### Signal wires on met2

Scale bar: 20 um. Cells faint in the background.
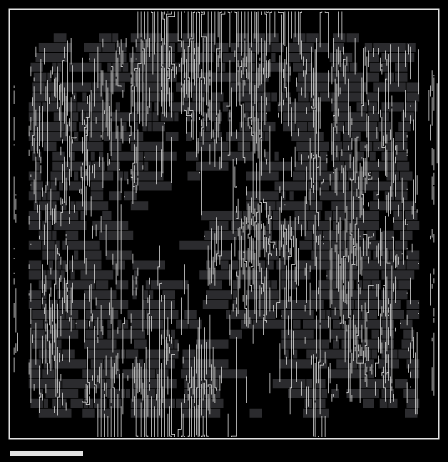
### The metal 3 layer

Scale bar: 20 um.
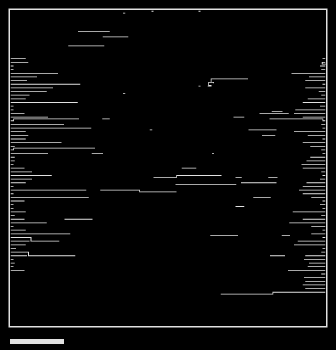
### Met1 routing

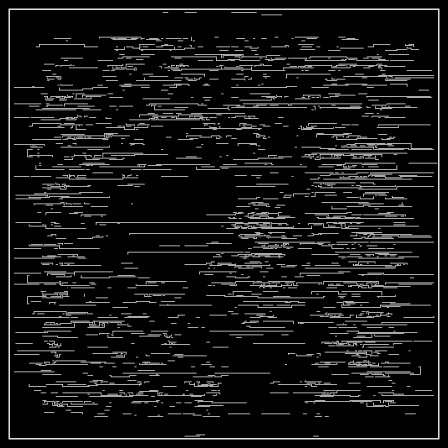
Design cpu_private_reg_initiator, sky130hd; sources not shown.
==> out/results.tsv <==
stage	metric	value	unit
status	outcome	finished, final reports clean	
synthesis	ys_types	37	
layout	number_of_sequential_cells	113	
pwr	switchingPower	0.00382	W
place	place.detailed.instances	842	
final_timing	finalMaxSlewViolations	0	
synthesis	netlist_instances	508	
synthesis	synth_nets	616	
floorplanning	taps	143	
synthesis	enable_flop_cells	0	
floorplanning	coreArea	11400	sq um
synthesis	yosys-stat-area	4880	sq um
synthesis	top_logic_kind	simple AND/OR/NAND/NOR gates	
job	stage_log_warnings	27	
synthesis	synth.yosys.seq_area_share	58.0	%
job	maxCapViolCount	0	
drt	met3_length	1170	um
setup_path	critical_path.n_buffers_inverters	1	
layout	syn2layout_area_growth	61.1	%
final_timing	clock_skew_after_layout	0.00783	ns
drt	drt-met1-wl	5940	um
layout	layout.nonclk_buf_share	29.6	%
synthesis	area_leaders	dfrtp_1 (58%), nand2_1 (14%), a22oi_1 (4.9%)	
hold_path	holdCritPathClass	reg2reg	
floorplanning	fp_util	42.7	%
setup_path	critPathSlowestCell	dfrtp_1	
drt	wl_met2	7070	um
floorplanning	die_area	13900	sq um
pwr	p_total	0.0116	W
pwr	power_frac_seq	32.5	%
layout	fillCellCount	856	
hold_path	whs_path_depth	2	
synthesis	netlist.top_cell.by_instances	nand2_1	
synthesis	ys.flop_type	dfrtp_1	
layout	sh_comb_area	24.1	%
pwr	clock_net_power	0.00286	W
final_timing	holdWs	0.463	ns
drt	first_pass_iters	4	
synthesis	netlist.top_cell.by_area	dfrtp_1	
synthesis	ys_sh_xor	0.180	%
pwr	total_leakage_power	3.60	nW
setup_path	r2r_slack	0.16	ns
synthesis	synthesis.area_per_instance	9.60	sq um
synthesis	ys_seq_elements	113	
pwr	sequentialPower	0.00376	W
floorplanning	chipHeight	118	um
clocking	cts.hold.buffers_added	1	
global_route	grt_max_degree	52	
layout	final_layout_top_logic_cell	clkdlybuf4s50_1	
global_route	grt_first_pass_wirelength	24100	um
layout	layout.cells.largest_class	flip-flops and latches	
place	placement.io_buffers	212	
layout	multi_input_gate_area	1890	sq um
layout	top_layout_cells	clkdlybuf4s50_1 (208), nand2_1 (175), dfrtp_1 (112)	
layout	num-multi-input-gates	357	
layout	post_route_cells_drive_above_1_share	9.99	%
global_route	grt_antenna_before_repair	0	
clocking	clk-insertion-delay-late	0.40	ns
clocking	cts_tree	done	
place	place.detailed.hpwl	10300	um
setup_path	cp.arrival	2.26	ns
clocking	clock_sinks	113	
setup_path	stages_on_the_worst_setup_path	6	
global_route	gr-total-overflow	0	
layout	buffers	227	
pwr	combinationalPowerShare	42.9	%
synthesis	ys_sh_aoi	13.2	%
final_timing	worst_pin_slew	0.357	ns
final_timing	setup_tns	0	ns
final_timing	final-hold-violation-count	0	
floorplanning	die_width	118	um
layout	non_clock_inverter_count	3	
synthesis	post_synth_fa_ha_maj_area_fraction	0.256	%
drt	detail_route.wl_per_cell	16.5	um
synthesis	ys_async_sr_fraction	100	%
clocking	cts-buffers-inserted	17	
synthesis	yosysCellCount	508	
place	dp_slack	0.0919	ns
pwr	power_top_consumer	combinational logic	
pwr	peakVddDrop	931	uV
layout	instances_no_fill	874	
final_timing	finalCritPeriodShare	92.3	%
layout	area.sequential	2830	sq um
layout	postLayoutCoreUtil	68.8	%
drt	final_antenna_net_count	0	
final_timing	post_layout_minimum_cycle_time	1.99	ns
synthesis	netlist.area_leader.share	58.0	%
floorplanning	rows	39	
final_timing	setup_viol_count_final	0	
pwr	cell_internal_pwr	0.00776	W
final_timing	fmaxAchievable	0.504	GHz
clocking	cts.clk_slew.worst_paths	0.05	ns
final_timing	worst_case_headroom_to_the_max_slew_limit	75.5	%
global_route	busiest_layer	met2	
layout	area_share_clock_buf_inv	7.91	%
layout	num_antenna_cells	0	
setup_path	crit_fanout	33	
clocking	clockBufferDepth	2	
layout	nNetsFinal	827	
drt	route.top_layer_used	met4	
synthesis	post_synth_mux_area_share	0.616	%
clocking	cts_root_buffer	clkbuf_16	
pwr	pwr_density_cell	1470	nW/um^2
floorplanning	io_pins	213	
Back to the opening pictures, 'Signal wires on met2':
wire length on this layer = 7070 um
main direction = vertical
longest straight run = 41.1 um
nets with wire on the layer = 677
detailed-route via count: 4442
wire length reported by the detailed router: 14500 um
met2 routing resource usage after global routing: 34.2%

Back to the opening pictures, 'The metal 3 layer':
share of all routed wire = 8.1%
main direction = horizontal
longest straight run = 30.1 um
wire length on this layer = 1170 um
met3 capacity usage during global routing: 8.27%

Back to the opening pictures, 'Met1 routing':
main direction = horizontal
longest straight run = 40.5 um
nets with wire on the layer = 723
wire length on this layer = 5940 um
met1 usage: 26.4%

Power figures rest on the tool's default switching activity, not on a simulated workload.
